<file path="config.mk">
export PLATFORM = sky130hd
export DESIGN_NAME = sample_assembler_flat
export DESIGN_NICKNAME = d
export VERILOG_FILES = /design/src/rtl/sample_assembler_pkg.sv /design/src/rtl/sample_assembler_if.sv /design/src/rtl/sample_assembler_strobe_sync.sv /design/src/rtl/sample_assembler.sv /design/src/flat_wrapper.sv
export SDC_FILE = /design/constraint.sdc
export NUM_CORES = 1
export LEC_CHECK = 0
export CAP_MARGIN = 20
export CORE_MARGIN = 2
export CORE_UTILIZATION = 49
export CTS_CLUSTER_SIZE = 24
export DETAILED_ROUTE_END_ITERATION = 12
export HOLD_SLACK_MARGIN = 0.12
export PLACE_DENSITY = 0.78
export SYNTH_ARGS = -nofsm -noshare
export SYNTH_HDL_FRONTEND = slang
export SYNTH_SLANG_ARGS = --single-unit
</file>
<file path="constraint.sdc">
create_clock -name clk -period 2 [get_ports clk]
set_input_delay 0.6 -clock clk [delete_from_list [all_inputs] [get_ports clk]]
set_output_delay 0.6 -clock clk [all_outputs]
set_load 0.05 [all_outputs]
</file>
<file path="src/rtl/sample_assembler_pkg.sv">
// Shared types and constants for the sample assembler slice.
// Optional partial-sample timeout is enabled by defining SAMPLE_ASM_TIMEOUT_EN.
package sample_asm_pkg;

  localparam int DEF_DATA_WIDTH     = 16;
  localparam int DEF_NUM_UNITS      = 2;
  localparam int DEF_UNIT_W         = 2;
  localparam int DEF_TIMEOUT_CYCLES = 255;

  // Byte counter width: enough for up to 4 bytes per sample (32-bit samples).
  localparam int BCNT_W = 3;

  typedef enum logic {
    IDLE    = 1'b0,
    COLLECT = 1'b1
  } asm_state_t;

  function automatic int bytes_per_sample(input int data_width);
    return data_width / 8;
  endfunction

endpackage

</file>
<file path="src/rtl/sample_assembler_if.sv">
// Byte-input / sample-output / error bundle of the sample assembler.
// master: the side feeding bytes and consuming samples; slave: the assembler.
interface sample_asm_if
  import sample_asm_pkg::*;
#(
  parameter int DATA_WIDTH = DEF_DATA_WIDTH,
  parameter int UNIT_W     = DEF_UNIT_W
);
  logic [7:0]            byte_in;
  logic                  byte_valid;
  logic [UNIT_W-1:0]     unit_sel;
  logic                  out_valid;
  logic                  out_ready;
  logic [DATA_WIDTH-1:0] out_sample;
  logic [UNIT_W-1:0]     out_unit;
  logic                  err_frame;
  logic                  err_overrun;
  logic                  err_clr;

  modport master (
    output byte_in, byte_valid, unit_sel, out_ready, err_clr,
    input  out_valid, out_sample, out_unit, err_frame, err_overrun
  );

  modport slave (
    input  byte_in, byte_valid, unit_sel, out_ready, err_clr,
    output out_valid, out_sample, out_unit, err_frame, err_overrun
  );
endinterface

</file>
<file path="src/rtl/sample_assembler_strobe_sync.sv">
// Three-flop synchroniser for the asynchronous byte strobe plus a
// rising-edge detector. The detector stays disarmed after reset until the
// synchronised strobe has been seen low, so a level held across reset
// release never produces a byte.
module strobe_sync (
  input  logic clk,
  input  logic rst,
  input  logic i_async,
  output logic o_stb
);
  logic       r_s1;
  logic       r_s2;
  logic       r_s3;
  logic       r_armed;
  logic [1:0] r_live;

  // Synchroniser chain, post-reset fill tracker and edge-detector arming.
  always_ff @(posedge clk or posedge rst) begin
    if (rst) begin
      r_s1    <= 1'b0;
      r_s2    <= 1'b0;
      r_s3    <= 1'b0;
      r_armed <= 1'b0;
      r_live  <= 2'b00;
    end else begin
      r_s1   <= i_async;
      r_s2   <= r_s1;
      r_s3   <= r_s2;
      // r_live[1] means r_s2 now holds a genuinely sampled input value.
      r_live <= {r_live[0], 1'b1};
      if (r_live[1] && !r_s2) begin
        r_armed <= 1'b1;
      end
    end
  end

  assign o_stb = r_s2 & ~r_s3 & r_armed;

endmodule

</file>
<file path="src/rtl/sample_assembler.sv">
// Assembles an MSB-first byte stream into DATA_WIDTH-bit samples tagged
// with a detector unit, presented through a one-entry valid/ready register.
// Define SAMPLE_ASM_TIMEOUT_EN to abandon stalled partial samples after
// TIMEOUT_CYCLES strobe-free cycles.
module sample_assembler
  import sample_asm_pkg::*;
#(
  parameter int DATA_WIDTH     = DEF_DATA_WIDTH,
  parameter int NUM_UNITS      = DEF_NUM_UNITS,
  parameter int UNIT_W         = DEF_UNIT_W,
  parameter int TIMEOUT_CYCLES = DEF_TIMEOUT_CYCLES
) (
  input  logic       clk,
  input  logic       rst,
  sample_asm_if.slave bus
);
  localparam int                BPS        = bytes_per_sample(DATA_WIDTH);
  localparam logic [BCNT_W-1:0] LAST_BCNT  = BCNT_W'(BPS - 1);
  localparam logic [UNIT_W:0]   UNIT_LIMIT = (UNIT_W + 1)'(NUM_UNITS);

  if ((DATA_WIDTH % 8) != 0 || DATA_WIDTH < 8 || DATA_WIDTH > 32 ||
      NUM_UNITS < 1 || NUM_UNITS > 4 || NUM_UNITS > (1 << UNIT_W) ||
      TIMEOUT_CYCLES < 1) begin : g_bad_cfg
    $error("sample_assembler: illegal parameter combination");
  end

  asm_state_t            r_state;
  logic [BCNT_W-1:0]     r_bcnt;
  logic [DATA_WIDTH-1:0] r_shift;
  logic [UNIT_W-1:0]     r_cur_unit;
  logic                  r_out_valid;
  logic [DATA_WIDTH-1:0] r_out_sample;
  logic [UNIT_W-1:0]     r_out_unit;
  logic                  r_err_frame;
  logic                  r_err_overrun;

  logic                  w_stb;
  logic                  w_unit_ok;
  logic                  w_same_unit;
  logic [DATA_WIDTH-1:0] w_shifted;
  logic                  w_complete;
  logic                  w_timeout;

  strobe_sync u_strobe_sync (
    .clk    (clk),
    .rst    (rst),
    .i_async(bus.byte_valid),
    .o_stb  (w_stb)
  );

  assign w_unit_ok   = {1'b0, bus.unit_sel} < UNIT_LIMIT;
  assign w_same_unit = (bus.unit_sel == r_cur_unit);
  // Partial data with the incoming byte appended; for 8-bit samples the
  // shift empties the register so this is just the byte itself.
  assign w_shifted   = (r_shift << 8) | DATA_WIDTH'(bus.byte_in);

  // A sample completes when the strobed byte is the last one of its sample.
  always_comb begin
    w_complete = 1'b0;
    if (w_stb && w_unit_ok) begin
      if (r_state == IDLE) begin
        w_complete = (BPS == 1);
      end else begin
        w_complete = w_same_unit && (r_bcnt == LAST_BCNT);
      end
    end
  end

`ifdef SAMPLE_ASM_TIMEOUT_EN
  localparam int TO_W = $clog2(TIMEOUT_CYCLES + 1);
  logic [TO_W-1:0] r_idle_cnt;

  assign w_timeout = (r_state == COLLECT) && !w_stb &&
                     (r_idle_cnt == TO_W'(TIMEOUT_CYCLES - 1));

  // Counts strobe-free cycles while a partial sample is outstanding.
  always_ff @(posedge clk or posedge rst) begin
    if (rst) begin
      r_idle_cnt <= '0;
    end else if (r_state != COLLECT || w_stb || w_timeout) begin
      r_idle_cnt <= '0;
    end else begin
      r_idle_cnt <= r_idle_cnt + TO_W'(1);
    end
  end
`else
  assign w_timeout = 1'b0;
`endif

  // Assembly FSM together with the output register and error flags.
  always_ff @(posedge clk or posedge rst) begin
    if (rst) begin
      r_state       <= IDLE;
      r_bcnt        <= '0;
      r_shift       <= '0;
      r_cur_unit    <= '0;
      r_out_valid   <= 1'b0;
      r_out_sample  <= '0;
      r_out_unit    <= '0;
      r_err_frame   <= 1'b0;
      r_err_overrun <= 1'b0;
    end else begin
      r_err_frame <= 1'b0;

      // Output slot: a completion refills it whenever it is empty or being
      // drained on this edge; otherwise the new sample is lost.
      if (w_complete && (!r_out_valid || bus.out_ready)) begin
        r_out_valid  <= 1'b1;
        r_out_sample <= w_shifted;
        r_out_unit   <= bus.unit_sel;
      end else if (r_out_valid && bus.out_ready) begin
        r_out_valid <= 1'b0;
      end

      // Overrun setting takes priority over a simultaneous clear.
      if (w_complete && r_out_valid && !bus.out_ready) begin
        r_err_overrun <= 1'b1;
      end else if (bus.err_clr) begin
        r_err_overrun <= 1'b0;
      end

      if (w_stb) begin
        if (!w_unit_ok) begin
          r_err_frame <= 1'b1;
          r_state     <= IDLE;
          r_bcnt      <= '0;
          r_shift     <= '0;
        end else if (r_state == IDLE || !w_same_unit) begin
          // New MSB; a unit change mid-sample abandons the partial data.
          r_err_frame <= (r_state == COLLECT);
          r_shift     <= DATA_WIDTH'(bus.byte_in);
          r_cur_unit  <= bus.unit_sel;
          if (BPS == 1) begin
            r_state <= IDLE;
            r_bcnt  <= '0;
          end else begin
            r_state <= COLLECT;
            r_bcnt  <= BCNT_W'(1);
          end
        end else begin
          r_shift <= w_shifted;
          if (r_bcnt == LAST_BCNT) begin
            r_state <= IDLE;
            r_bcnt  <= '0;
          end else begin
            r_bcnt <= r_bcnt + BCNT_W'(1);
          end
        end
      end else if (w_timeout) begin
        r_err_frame <= 1'b1;
        r_state     <= IDLE;
        r_bcnt      <= '0;
      end
    end
  end

  assign bus.out_valid   = r_out_valid;
  assign bus.out_sample  = r_out_sample;
  assign bus.out_unit    = r_out_unit;
  assign bus.err_frame   = r_err_frame;
  assign bus.err_overrun = r_err_overrun;

endmodule

</file>
<file path="src/flat_wrapper.sv">
// flat-port wrapper written by rule: the top's interface ports become plain ports
module sample_assembler_flat import sample_asm_pkg::*;
#(
  parameter int DATA_WIDTH     = DEF_DATA_WIDTH,
  parameter int NUM_UNITS      = DEF_NUM_UNITS,
  parameter int UNIT_W         = DEF_UNIT_W,
  parameter int TIMEOUT_CYCLES = DEF_TIMEOUT_CYCLES
)
  (clk, rst, bus_byte_in, bus_byte_valid, bus_unit_sel, bus_out_ready, bus_err_clr, bus_out_valid, bus_out_sample, bus_out_unit, bus_err_frame, bus_err_overrun);
  sample_asm_if #(.DATA_WIDTH(DATA_WIDTH), .UNIT_W(UNIT_W)) bus_i ();
  input  logic clk;
  input  logic rst;
  input wire logic [$bits(bus_i.byte_in)-1:0] bus_byte_in;
  input wire logic [$bits(bus_i.byte_valid)-1:0] bus_byte_valid;
  input wire logic [$bits(bus_i.unit_sel)-1:0] bus_unit_sel;
  input wire logic [$bits(bus_i.out_ready)-1:0] bus_out_ready;
  input wire logic [$bits(bus_i.err_clr)-1:0] bus_err_clr;
  output wire logic [$bits(bus_i.out_valid)-1:0] bus_out_valid;
  output wire logic [$bits(bus_i.out_sample)-1:0] bus_out_sample;
  output wire logic [$bits(bus_i.out_unit)-1:0] bus_out_unit;
  output wire logic [$bits(bus_i.err_frame)-1:0] bus_err_frame;
  output wire logic [$bits(bus_i.err_overrun)-1:0] bus_err_overrun;
  assign bus_i.byte_in = bus_byte_in;
  assign bus_i.byte_valid = bus_byte_valid;
  assign bus_i.unit_sel = bus_unit_sel;
  assign bus_i.out_ready = bus_out_ready;
  assign bus_i.err_clr = bus_err_clr;
  assign bus_out_valid = bus_i.out_valid;
  assign bus_out_sample = bus_i.out_sample;
  assign bus_out_unit = bus_i.out_unit;
  assign bus_err_frame = bus_i.err_frame;
  assign bus_err_overrun = bus_i.err_overrun;
  sample_assembler #(.DATA_WIDTH(DATA_WIDTH), .NUM_UNITS(NUM_UNITS), .UNIT_W(UNIT_W), .TIMEOUT_CYCLES(TIMEOUT_CYCLES)) u_core (.clk(clk), .rst(rst), .bus(bus_i));
endmodule
</file>
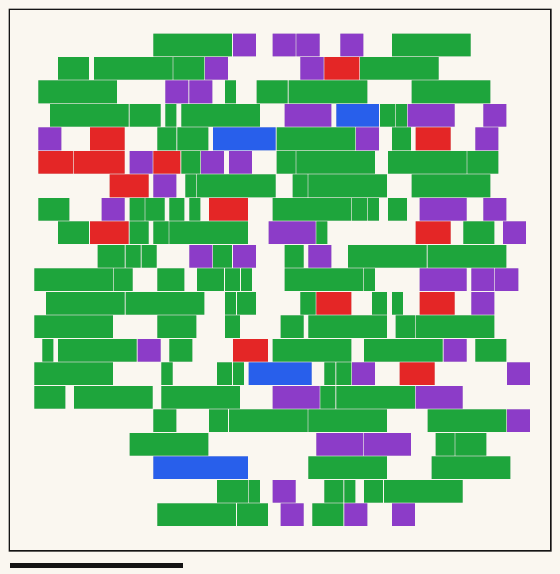
Fig. 1. Cells by drive strength (run 1).
Bar = 20 um.
Key: red = x2 [cells 14, share 8.1%, most used mux2_2]; green = x1 and smaller [cells 111, share 65%, most used dfrtp_1]; purple = x3 and x4 [cells 43, share 25%, most used buf_4]; blue = x6 and larger [cells 4, share 2.3%, most used buf_12]
final instance area: 2172 um^2
PnR worst setup slack: 0.08895 ns

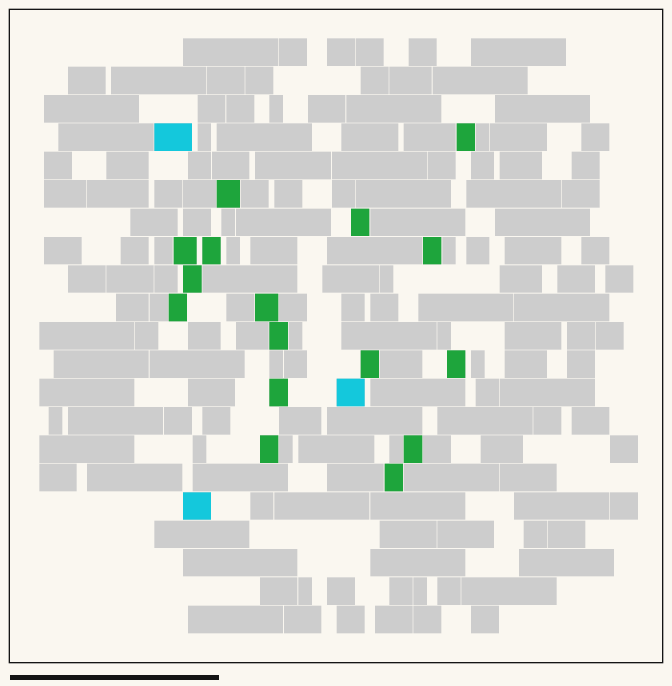
Fig. 2. Logic cells by family (run 1).
Bar = 20 um.
Key: green = aoi and oai cells [cells 16]; cyan = non-inverting ao/oa cells [cells 3]
Comb area share: 0.2719
most common logic cell in the routed design: sky130_fd_sc_hd__dfrtp_1
Cell Count, Final, Fillers Out: 218

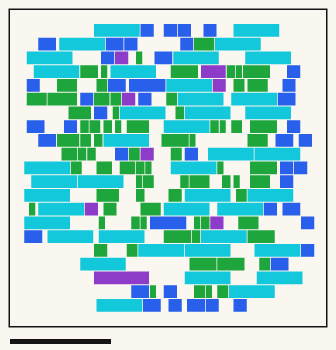
Fig. 3. Placement by cell class (run 1).
Bar = 20 um.
Key: green = remaining logic cells [cells 79]; blue = remaining buffers and delay cells [cells 44]; purple = clock drivers and dummy loads [cells 8]; cyan = sequential cells [cells 41]
share of the final layout cell area in sequential cells: 0.4723
core occupancy in the finished layout: 0.6561
Site Rows: 21

==> flow_summary_export.csv, run 1 <==
group,metric,value,unit
floorplan,design.core.area,3311,um^2
pwr,p_comb,0.687,mW
grt,grt_pass1_vias,1118,
synthesis,post_synth_main_logic_family,"multiplexers",
critical_path,worst-endpoint-required,2.24,ns
synthesis,postSynthRegisterBits,41,
pwr,combPwrFrac,0.303,
clocking,cts-resized-gates,0,
floorplan,fp.dieW,62.52,um
critical_path,critical-path-slowest-cell,"sky130_fd_sc_hd__clkdlybuf4s50_1",
placement,portBuffers,35,
finish,final.fill_count,284,
placement,place_congestion,0.8865,
timing,setup_violations,0,
job,warning_count,26,
clocking,cts_buffers,5,
synthesis,synth_seq_share,0.6115,
synthesis,synthCells,125,
synthesis,synth.largest_area_cell,"sky130_fd_sc_hd__dfrtp_1",
synthesis,ys_area,1678,um^2
synthesis,number_of_synthesized_flops_with_an_enable_pin,0,
timing,fin_worst_skew,0.01657,ns
min_path,holdPathEnd,"u_core.u_strobe_sync.r_s2$_DFF_PP0_",
pwr,power_frac_clock,0.249,
pwr,seq-power,1.01,mW
critical_path,timing.critical_path.slowest_cell_delay,0.54,ns
critical_path,path_max_fanout,17,
critical_path,worst_setup_path_end_kind,"flop",
finish,area_growth,29.46,%
synthesis,synth_area,1678,um^2
routing,postRouteWirelength,2.923,mm
critical_path,setup.reg_to_reg.worst_slack,0.32,ns
grt,maximum_number_of_pins_on_one_net_before_global_route_repair,42,
critical_path,critical_path.n_buffers_inverters,2,
clocking,cts_stage_hold_buffer_count,0,
clocking,worstSkewPairLatency,0.35,ns
synthesis,syn_avg_cell_area,13.42,um^2
pwr,power.share.sequential,0.448,
critical_path,worstReg2RegStart,"u_core.r_bcnt[2]$_DFFE_PP0N_",
routing,via_per_inst,5.032,
finish,logic_area,590.6,um^2
synthesis,most_numerous_cell_types_in_the_synthesized_netlist,"sky130_fd_sc_hd__dfrtp_1 (41), sky130_fd_sc_hd__nand2_1 (10), sky130_fd_sc_hd__nand2b_1 (10), sky130_fd_sc_hd__o21ai_0 (10)",
routing,dr_total_vias,1097,
finish,design.final.nets,186,
finish,register_area,1026,um^2
clocking,clock_tree.root_cell,"sky130_fd_sc_hd__clkbuf_4",
floorplan,die_span_y,62.52,um
synthesis,post_synth_fa_ha_maj_area_fraction,0,
min_path,hold_path_class,"flop to flop",
synthesis,syn-num-nets,140,
timing,final_hold_viol_count,0,
status,run_status,"complete, no violations",
synthesis,synth_compound_gate_area_share,0.06488,
pwr,cell_leakage_power,1.054,nW
critical_path,path_class,"primary input to flop",
synthesis,synthesis.yosys.warnings,0,
timing,finalWorstPathRequiredPeriod,1.911,ns
job,cap_violations,0,
synthesis,netlist.area_leader.share,0.6115,
finish,layout.cells.most_common_list,"sky130_fd_sc_hd__dfrtp_1 (41), sky130_fd_sc_hd__buf_4 (28), sky130_fd_sc_hd__clkdlybuf4s50_1 (14)",
pwr,vdd_ir_drop_max,0.5443,mV
routing,drc_errors,0,
finish,layout-drive-gt1-share,0.3547,
timing,hold_ws,0.3650,ns
synthesis,netlist.top_cell.by_instances,"sky130_fd_sc_hd__dfrtp_1",
grt,global_route.usage.total,0.1661,
synthesis,ys_sh_xor,0.01491,
floorplan,chip_area,3908,um^2
clocking,postCtsSetupBuffers,0,
pwr,power_leader,"sequential cells",
clocking,max-clock-path-buffers,2,
synthesis,ys_async_sr_fraction,1.000,
critical_path,cp-startpoint,"bus_unit_sel[0]",
critical_path,cp_top_family,"buffers and inverters",
synthesis,yosys.cell_types.count,30,
grt,antenna_violations_before_repair,0,
timing,maxClockFrequency,523.3,MHz
pwr,power.switching,0.7553,mW
critical_path,critical_path.cell_chain,"clkdlybuf4s50_1, xnor2_2, nand4_2, nor2b_2, buf_12, mux2_2",
routing,firstDrtPassIters,4,
pwr,power.clock.total,0.563,mW
critical_path,worst_ep_arrival_time,2.15,ns
critical_path,reg2reg_depth,5,
placement,dpl.hpwl,2.107,mm
timing,setup_repair_after_global_routing_missed_its_margin,"false",
clocking,cts_sinks,41,
routing,drt_first_iter_violations,56,
timing,timing.final.crit_share,0.9555,
-- run 1: through the flow --
step                setup WS [ns]  cell area [um^2]  TNS, ns  total power [mW]
finish                    0.08895              2172        0             2.265
global route              0.04043              2172        0             2.370
CTS                       0.08555              2172        0             2.290
detailed placement        -0.2946              2083   -4.751             1.725
global placement          -0.2484              2083   -4.045             1.709
floorplan                  0.2290              1678        0             1.493
-- run 1: area by class of cell --
type | count | area share
Clock buffer | 6 | 0.02362
Clock inverter | 2 | 0.01728
Multi-Input combinational cell | 74 | 0.2719
Tap cell | 46 | 0.02650
Sequential cell | 41 | 0.4723
Inverter | 5 | 0.008641
Timing Repair Buffer | 44 | 0.1797
-- run 1: layer usage --
layer	GRT usage	part of all wire
met1	0.2071	0.43
met2	0.2608	0.49
met3	0.05766	0.058
met4	0.07778	0.013
met5	0	0
Fig. 4: run 1, register map, names as in the netlist
Bar = 20 um. Other sequential cells in the stronger grey, the rest of the logic in the fainter grey.
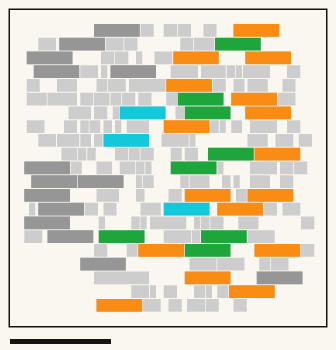

==> run 2, diff against run 1 <==
ABC_AREA = 0   (was not set)
CTS_CLUSTER_DIAMETER = 150   (was not set)
SETUP_SLACK_MARGIN = 0.2   (was not set)
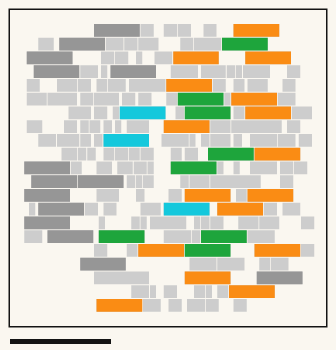
Fig. 5. Register map, names as in the netlist (run 2).
Bar = 20 um. Other sequential cells in the stronger grey, the rest of the logic in the fainter grey.
Key: green = u_core.r_shift [placed flops 8]; orange = u_core.bus.out_sample [placed flops 16]; cyan = u_core.r_bcnt [placed flops 3]
sequential-cell power consumption: 1.02 mW
share of the final layout cell area in sequential cells: 0.4496
Flop area: 1026 um^2

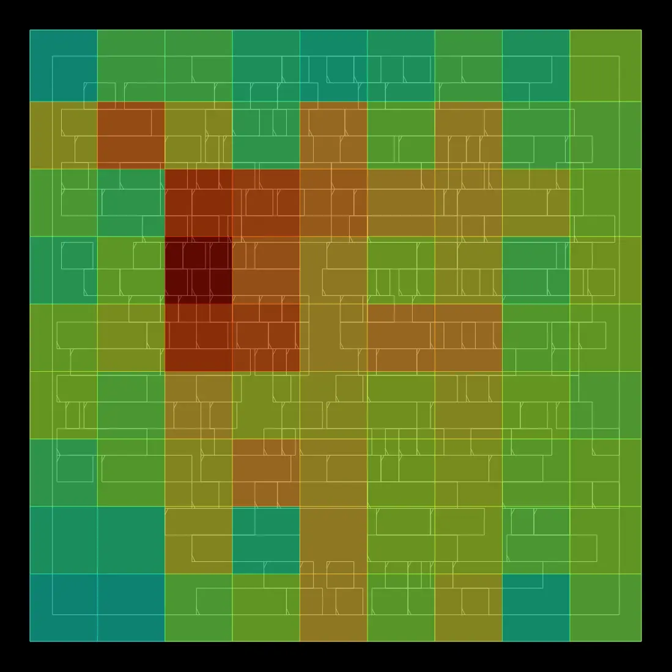
Fig. 6. Routing congestion map (run 2).
met1 GRT Util: 0.2365
most utilized layer in the global route result: met2

==> flow_summary_export.csv, run 2 <==
group,metric,value,unit
finish,fin_cells,225,
synthesis,synth.largest_area_cell,"sky130_fd_sc_hd__dfrtp_1",
timing,tns,0,ns
synthesis,synth_area,1678,um^2
pwr,cell_leakage_power,1.117,nW
finish,logic_area,599.3,um^2
finish,layout_top_cell_excl_fill_tap,"sky130_fd_sc_hd__dfrtp_1",
synthesis,postSynthRegisterBits,41,
pwr,p_comb,0.701,mW
pwr,power.share.sequential,0.445,
synthesis,ys_async_sr_fraction,1.000,
finish,fin_area,2282,um^2
finish,multiInputCombCellCount,74,
timing,maxClockFrequency,566.1,MHz
finish,signal_buffer_area_fraction,0.2155,
timing,finalWorstPathRequiredPeriod,1.766,ns
synthesis,syn_avg_cell_area,13.42,um^2
status,run_status,"complete, no violations",
clocking,cts_buffers,5,
routing,wl_met2,1.606,mm
job,warning_count,26,
synthesis,number_of_synthesized_flops_with_an_enable_pin,0,
critical_path,worstReg2RegStart,"u_core.r_bcnt[2]$_DFFE_PP0N_",
floorplan,design.core.area,3311,um^2
finish,seq_cell_count,41,
finish,layout-drive-gt1-share,0.3799,
critical_path,setup.reg_to_reg.worst_slack,0.25,ns
job,cap_violations,0,
synthesis,most_numerous_cell_types_in_the_synthesized_netlist,"sky130_fd_sc_hd__dfrtp_1 (41), sky130_fd_sc_hd__nand2_1 (10), sky130_fd_sc_hd__nand2b_1 (10), sky130_fd_sc_hd__o21ai_0 (10)",
placement,portBuffers,35,
clocking,clock_tree.root_cell,"sky130_fd_sc_hd__clkbuf_4",
timing,setup_violations,0,
pwr,vdd_ir_drop_max,0.5462,mV
pwr,power.switching,0.7637,mW
routing,met3_wirelength,175,um
floorplan,chip_area,3908,um^2
synthesis,synth_seq_share,0.6115,
finish,area.share.combinational,0.2626,
routing,firstDrtPassIters,4,
timing,layout_setup_ws,0.2336,ns
critical_path,critical-path-slowest-cell,"sky130_fd_sc_hd__mux2_2",
pwr,power_frac_clock,0.248,
grt,met2_track_utilization_from_global_routing,0.2876,
routing,drt_first_iter_violations,56,
finish,nClkBuffers,6,
timing,timing.final.crit_share,0.8832,
routing,dr_total_vias,1148,
routing,drc_errors,0,
critical_path,path_max_fanout,5,
routing,postRouteWirelength,3.234,mm
finish,design.final.nets,193,
routing,highest-signal-layer,"met4",
finish,biggest_area_class,"flip-flops and latches",
## run 2: cells by family after synthesis
family                 after synthesis  share of synthesized area
multiplexers                        18                     0.1409
AND-OR/OR-AND                       19                    0.06487
AND/OR/NAND/NOR                     34                     0.1290
other                                1                   0.002235
XOR/XNOR                             2                    0.01492
flip-flops                          41                     0.6115
buffers and inverters               10                    0.03654
## run 2: worst register-to-register path: stages (launching register included)
cell and delay [ns]:
sky130_fd_sc_hd__dfrtp_1 0.45, sky130_fd_sc_hd__nor3b_2 0.27, sky130_fd_sc_hd__nand4_2 0.15, sky130_fd_sc_hd__nor2b_4 0.21
sky130_fd_sc_hd__buf_6 0.13, sky130_fd_sc_hd__buf_12 0.11, sky130_fd_sc_hd__mux2_2 0.33
Power is estimated from default activity; no workload was simulated.
